pdn.png
Pins as bars on the die edge.
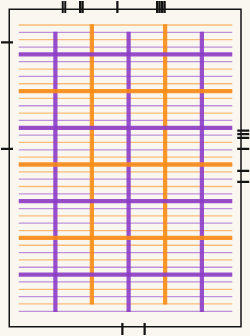
cell_classes.png
The bar under the picture is 20 um long.
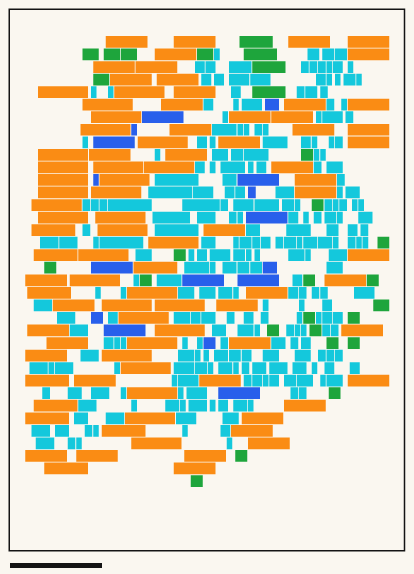
clock_map.png
The bar under the picture is 20 um long.
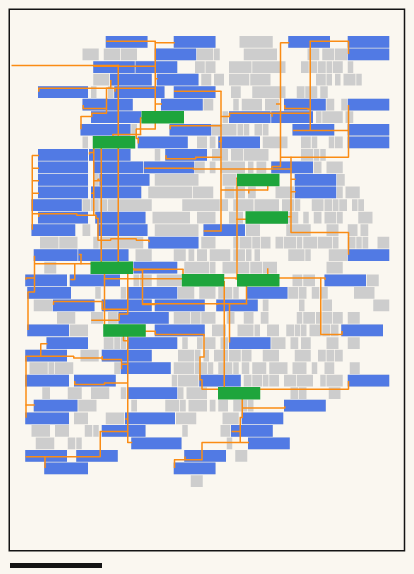
metal_stack.png
Two of the layers only.
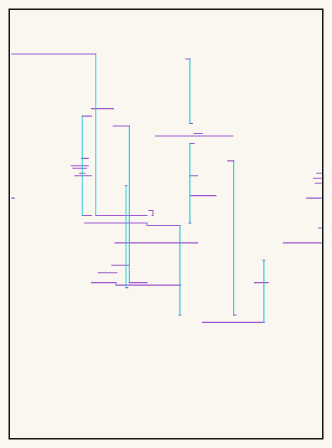
final_clocks.png
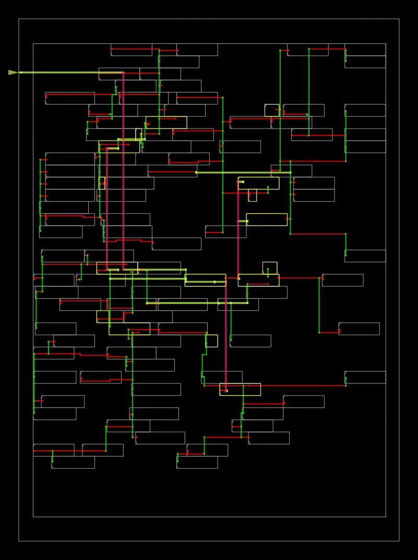
## src/rtl/genius_core.sv

```systemverilog
// genius_core -- Simon/"Genius" memory game engine.
//
// Each level appends one pseudo-random symbol to a stored sequence, replays the whole
// sequence on one-hot LEDs, then checks the player's presses against it. Win/lose flags
// and the current level go to the board-level display wrapper.
//
// Ports:
//   clock  in   system clock, rising edge
//   reset  in   asynchronous, active-high; returns to IDLE with all outputs low
//   start  in   level input; a registered rising edge starts a game from IDLE/WIN/LOSE
//   btn    in   raw active-high buttons, two-flop synchronised here
//   leds   out  one-hot replay symbol or press echo; all-ones in WIN; else 0
//   level  out  current sequence length (0 in IDLE)
//   busy   out  high while the sequence is being added/replayed (presses ignored)
//   win    out  high in WIN until the next game
//   lose   out  high in LOSE until the next game
//
// Optional feature macro: GENIUS_SPEEDUP_EN. When defined, show time halves every 4 levels
// and the press timeout halves every 8 levels (both floored at 1 cycle).

module genius_core #(
  parameter int unsigned NUM_BTNS       = 4,
  parameter int unsigned MAX_LEVEL      = 16,
  parameter int unsigned SHOW_CYCLES    = 8,
  parameter int unsigned GAP_CYCLES     = 4,
  parameter int unsigned TIMEOUT_CYCLES = 64,
  parameter logic [15:0] SEED           = 16'hACE1,
  localparam int unsigned SymW          = $clog2(NUM_BTNS),
  localparam int unsigned LvlW          = $clog2(MAX_LEVEL + 1)
) (
  input  logic                clock,
  input  logic                reset,
  input  logic                start,
  input  logic [NUM_BTNS-1:0] btn,
  output logic [NUM_BTNS-1:0] leds,
  output logic [LvlW-1:0]     level,
  output logic                busy,
  output logic                win,
  output logic                lose
);

  localparam int unsigned AddrW = (MAX_LEVEL > 1) ? $clog2(MAX_LEVEL) : 1;
  localparam int unsigned TmrW  = $clog2(TIMEOUT_CYCLES + 1);
  localparam int unsigned PhMax = (SHOW_CYCLES > GAP_CYCLES) ? SHOW_CYCLES : GAP_CYCLES;
  localparam int unsigned PhW   = $clog2(PhMax + 1);

  localparam logic [PhW-1:0]  GapLast  = PhW'(GAP_CYCLES - 1);
  localparam logic [LvlW-1:0] MaxLvl   = LvlW'(MAX_LEVEL);
  localparam logic [SymW:0]   NumSym   = (SymW + 1)'(NUM_BTNS);
  localparam logic [15:0]     LfsrTaps = 16'hB400;  // x^16 + x^14 + x^13 + x^11 + 1

  // StLead is the dark gap before the first replayed symbol of a level.
  typedef enum logic [3:0] {
    StIdle, StAdd, StLead, StShow, StGap, StWait, StRel, StWin, StLose
  } state_e;

  state_e              state_q, state_d;
  logic [15:0]         lfsr_q, lfsr_d, lfsr_next;
  logic                start_q;
  logic [NUM_BTNS-1:0] sync1_q, sync2_q, sync3_q;
  logic [LvlW-1:0]     level_q, level_d;
  logic [LvlW-1:0]     idx_q, idx_d;
  logic [PhW-1:0]      phase_q, phase_d;
  logic [TmrW-1:0]     timer_q, timer_d;
  logic [NUM_BTNS-1:0] echo_q, echo_d;

  logic [SymW-1:0]     seq_q [MAX_LEVEL];
  logic                seq_we;
  logic [SymW-1:0]     seq_rd, new_sym;
  logic [SymW:0]       sym_raw;
  logic [NUM_BTNS-1:0] exp_onehot, rise;
  logic                start_rise, press, released, last_idx;
  logic [PhW-1:0]      show_last;
  logic [TmrW-1:0]     tmo_last;

  assign lfsr_next  = {1'b0, lfsr_q[15:1]} ^ (lfsr_q[0] ? LfsrTaps : 16'h0000);
  assign start_rise = start & ~start_q;
  assign rise       = sync2_q & ~sync3_q;
  assign press      = |rise;
  assign released   = (sync2_q == '0);

  // Low LFSR bits can exceed the symbol range by less than NUM_BTNS; fold once.
  assign sym_raw = {1'b0, lfsr_q[SymW-1:0]};
  assign new_sym = (sym_raw >= NumSym) ? SymW'(sym_raw - NumSym) : lfsr_q[SymW-1:0];

  assign seq_rd     = seq_q[idx_q[AddrW-1:0]];
  assign exp_onehot = NUM_BTNS'(1) << seq_rd;
  assign last_idx   = (idx_q == level_q - LvlW'(1));

`ifdef GENIUS_SPEEDUP_EN
  logic [31:0] show_eff, tmo_eff;
  always_comb begin
    show_eff = 32'(SHOW_CYCLES) >> (level_q >> 2);
    if (show_eff == 32'd0) show_eff = 32'd1;
    tmo_eff = 32'(TIMEOUT_CYCLES) >> (level_q >> 3);
    if (tmo_eff == 32'd0) tmo_eff = 32'd1;
    show_last = PhW'(show_eff - 32'd1);
    tmo_last  = TmrW'(tmo_eff - 32'd1);
  end
`else
  assign show_last = PhW'(SHOW_CYCLES - 1);
  assign tmo_last  = TmrW'(TIMEOUT_CYCLES - 1);
`endif

  always_ff @(posedge clock or posedge reset) begin
    if (reset) begin
      state_q <= StIdle;
      lfsr_q  <= SEED;
      start_q <= 1'b0;
      sync1_q <= '0;
      sync2_q <= '0;
      sync3_q <= '0;
      level_q <= '0;
      idx_q   <= '0;
      phase_q <= '0;
      timer_q <= '0;
      echo_q  <= '0;
    end else begin
      state_q <= state_d;
      lfsr_q  <= lfsr_d;
      start_q <= start;
      sync1_q <= btn;
      sync2_q <= sync1_q;
      sync3_q <= sync2_q;
      level_q <= level_d;
      idx_q   <= idx_d;
      phase_q <= phase_d;
      timer_q <= timer_d;
      echo_q  <= echo_d;
    end
  end

  always_ff @(posedge clock) begin
    if (seq_we) seq_q[level_q[AddrW-1:0]] <= new_sym;
  end

  always_comb begin
    state_d = state_q;
    lfsr_d  = lfsr_q;
    level_d = level_q;
    idx_d   = idx_q;
    phase_d = phase_q;
    timer_d = timer_q;
    echo_d  = echo_q;
    seq_we  = 1'b0;
    unique case (state_q)
      StIdle, StWin, StLose: begin
        lfsr_d = lfsr_next;
        if (start_rise) begin
          level_d = '0;
          state_d = StAdd;
        end
      end
      StAdd: begin
        lfsr_d  = lfsr_next;
        seq_we  = 1'b1;
        level_d = level_q + LvlW'(1);
        idx_d   = '0;
        phase_d = '0;
        state_d = StLead;
      end
      StLead: begin
        if (phase_q == GapLast) begin
          phase_d = '0;
          idx_d   = '0;
          state_d = StShow;
        end else begin
          phase_d = phase_q + PhW'(1);
        end
      end
      StShow: begin
        if (phase_q == show_last) begin
          phase_d = '0;
          state_d = StGap;
        end else begin
          phase_d = phase_q + PhW'(1);
        end
      end
      StGap: begin
        if (phase_q == GapLast) begin
          phase_d = '0;
          if (!last_idx) begin
            idx_d   = idx_q + LvlW'(1);
            state_d = StShow;
          end else begin
            idx_d   = '0;
            timer_d = '0;
            state_d = StWait;
          end
        end else begin
          phase_d = phase_q + PhW'(1);
        end
      end
      StWait: begin
        timer_d = timer_q + TmrW'(1);
        if (press) begin
          // Exact match also rejects multi-button rises.
          if (rise == exp_onehot) begin
            echo_d  = rise;
            state_d = StRel;
          end else begin
            state_d = StLose;
          end
        end else if (timer_q == tmo_last) begin
          state_d = StLose;
        end
      end
      StRel: begin
        if (released) begin
          if (!last_idx) begin
            idx_d   = idx_q + LvlW'(1);
            timer_d = '0;
            state_d = StWait;
          end else if (level_q == MaxLvl) begin
            state_d = StWin;
          end else begin
            state_d = StAdd;
          end
        end
      end
      default: state_d = StIdle;
    endcase
  end

  always_comb begin
    leds = '0;
    busy = 1'b0;
    unique case (state_q)
      StAdd, StLead, StGap: busy = 1'b1;
      StShow: begin
        busy = 1'b1;
        leds = exp_onehot;
      end
      StRel:   leds = echo_q;
      StWin:   leds = '1;
      default: ;
    endcase
  end

  assign level = level_q;
  assign win   = (state_q == StWin);
  assign lose  = (state_q == StLose);

endmodule
```

## config.mk

```make
export PLATFORM = sky130hd
export DESIGN_NAME = genius_core
export DESIGN_NICKNAME = d
export VERILOG_FILES = /design/src/rtl/genius_core.sv
export SDC_FILE = /design/constraint.sdc
export NUM_CORES = 1
export LEC_CHECK = 0
export CORE_ASPECT_RATIO = 1.4
export CORE_MARGIN = 3
export CORE_UTILIZATION = 49
export DETAILED_ROUTE_END_ITERATION = 8
export GPL_ROUTABILITY_DRIVEN = 0
export PLACE_DENSITY = 0.74
export SYNTH_ARGS = -nofsm -noshare
export SYNTH_HDL_FRONTEND = slang
export SYNTH_SLANG_ARGS = --single-unit
export TNS_END_PERCENT = 1
```

## constraint.sdc

```tcl
create_clock -name clock -period 3.9 [get_ports clock]
set_clock_uncertainty 0.2 [all_clocks]
set_input_delay 1.17 -clock clock [delete_from_list [all_inputs] [get_ports clock]]
set_output_delay 1.17 -clock clock [all_outputs]
set_load 0.1 [all_outputs]
```

==> summary.txt <==
On the backend side, the flow ran end to end.

The flow ran to the end, and the final reports show no timing, DRC or antenna violations. The internal portion of the total power is ~2.2 mW. The layout net count stands at ~400. Per the OpenROAD floorplan log, the area of the die is 9990 um^2. The most common logic cell in the final layout is sky130_fd_sc_hd__dfrtp_1. Global routing used 2.94% of the available met3 tracks. The area fraction in compound gates after synthesis stands at under 10%.

The count of clock tree sinks stands at approximately 90. The number of sequential cells reported for the layout is roughly 90. Of the total power, combinational logic draws between 40% and 50%.

On the critical path, the stage with the largest delay is an instance of sky130_fd_sc_hd__mux4_1. The count of TritonRoute iterations in the first routing pass stands at 4. Setup repair after global routing could not meet its margin everywhere. The global-route wire length before repair stands at ~14,000 um. Dividing the detail-routed wire length by the instance count gives between 15 and 20 um.

Note that the worst hold path type here is flop to flop. The clock slew at the register clock pins of the worst setup and hold paths stands at 0.06 ns. The wire length on met1 stands at approximately 3500 um. The endpoint identified for the worst register-to-register timing path is timer_q[5]. The max-slew check reports its worst relative slack as between 50% and 60%. Sorting the synthesis cell report by count puts at the top sky130_fd_sc_hd__dfrtp_1.

The total stage count of the critical path stands at 5. Looking at the post-CTS report, the setup buffer insertion count equals 0. Summed over all nets, the half-perimeter wirelength after detailed placement is around 6200 um.

For this design the top-level I/O count stands at 19. The biggest cell delay along the critical path stands at roughly 0.57 ns. Looking at the hold checks, the worst path lands on sync2_q[1]. Following the worst setup path forward leads to its endpoint at leds[2].
-- pdn.png (at the start) --
[VDD] orange
[VSS] purple
rows: 39
met1 rails: 40
met5 straps: 7
signal pins: 19
met4 straps: 5
largest vdd supply drop: 0.000668 V
vertical die size: 117 um
Die Span X: 85.4 um

-- cell_classes.png (at the start) --
[all other logic] cyan | cells: 256 | share of their area: 39%
[clock drivers and dummy loads] blue | cells: 16 | share of their area: 5.6%
[flip-flops] orange | cells: 90 | share of their area: 50%
[other buffers and delay cells] green | cells: 27 | share of their area: 5.6%
utilization of the core after routing: 58.9%
flip-flop and latch share of the layout cell area: 49.0%
CORE AREA: 8390 um^2
post-route cell area: 4950 um^2

-- clock_map.png (at the start) --
[clock wires] orange | length: 1,090 um
[cells driving clock nets] green | count: 9
[flip-flops] blue | count: 90
routed clock nets: 10

-- metal_stack.png (at the start) --
[met4] cyan | wire length: 265 um
[met3] purple | wire length: 240 um

-- final_clocks.png (at the start) --
total CTS buffers: 9
total clock network power: 0.802 mW
later-pin clock latency in the skew report: 0.33 ns
tally of clock buffers in the finished layout: 11

[power by group through the flow]
| stage | registers [mW] | clock network (mW) | logic [mW] |
|---|---|---|---|
| 3_3_place_gp | 1.28 | 0 | 1.70 |
| 6_report | 1.27 | 0.802 | 1.75 |
| 2_1_floorplan | 1.32 | 0 | 1.28 |
| 4_1_cts | 1.27 | 0.811 | 1.75 |
| 5_1_grt | 1.29 | 0.849 | 1.90 |
| 3_5_place_dp | 1.29 | 0 | 1.73 |
[registers in the layout, summed over array words and instances (netlist names), 5 cells and up]
name	cells
idx_q	5
level	5
lfsr_q	16
seq_q	32
timer_q	7
Power is estimated from default activity; no workload was simulated.
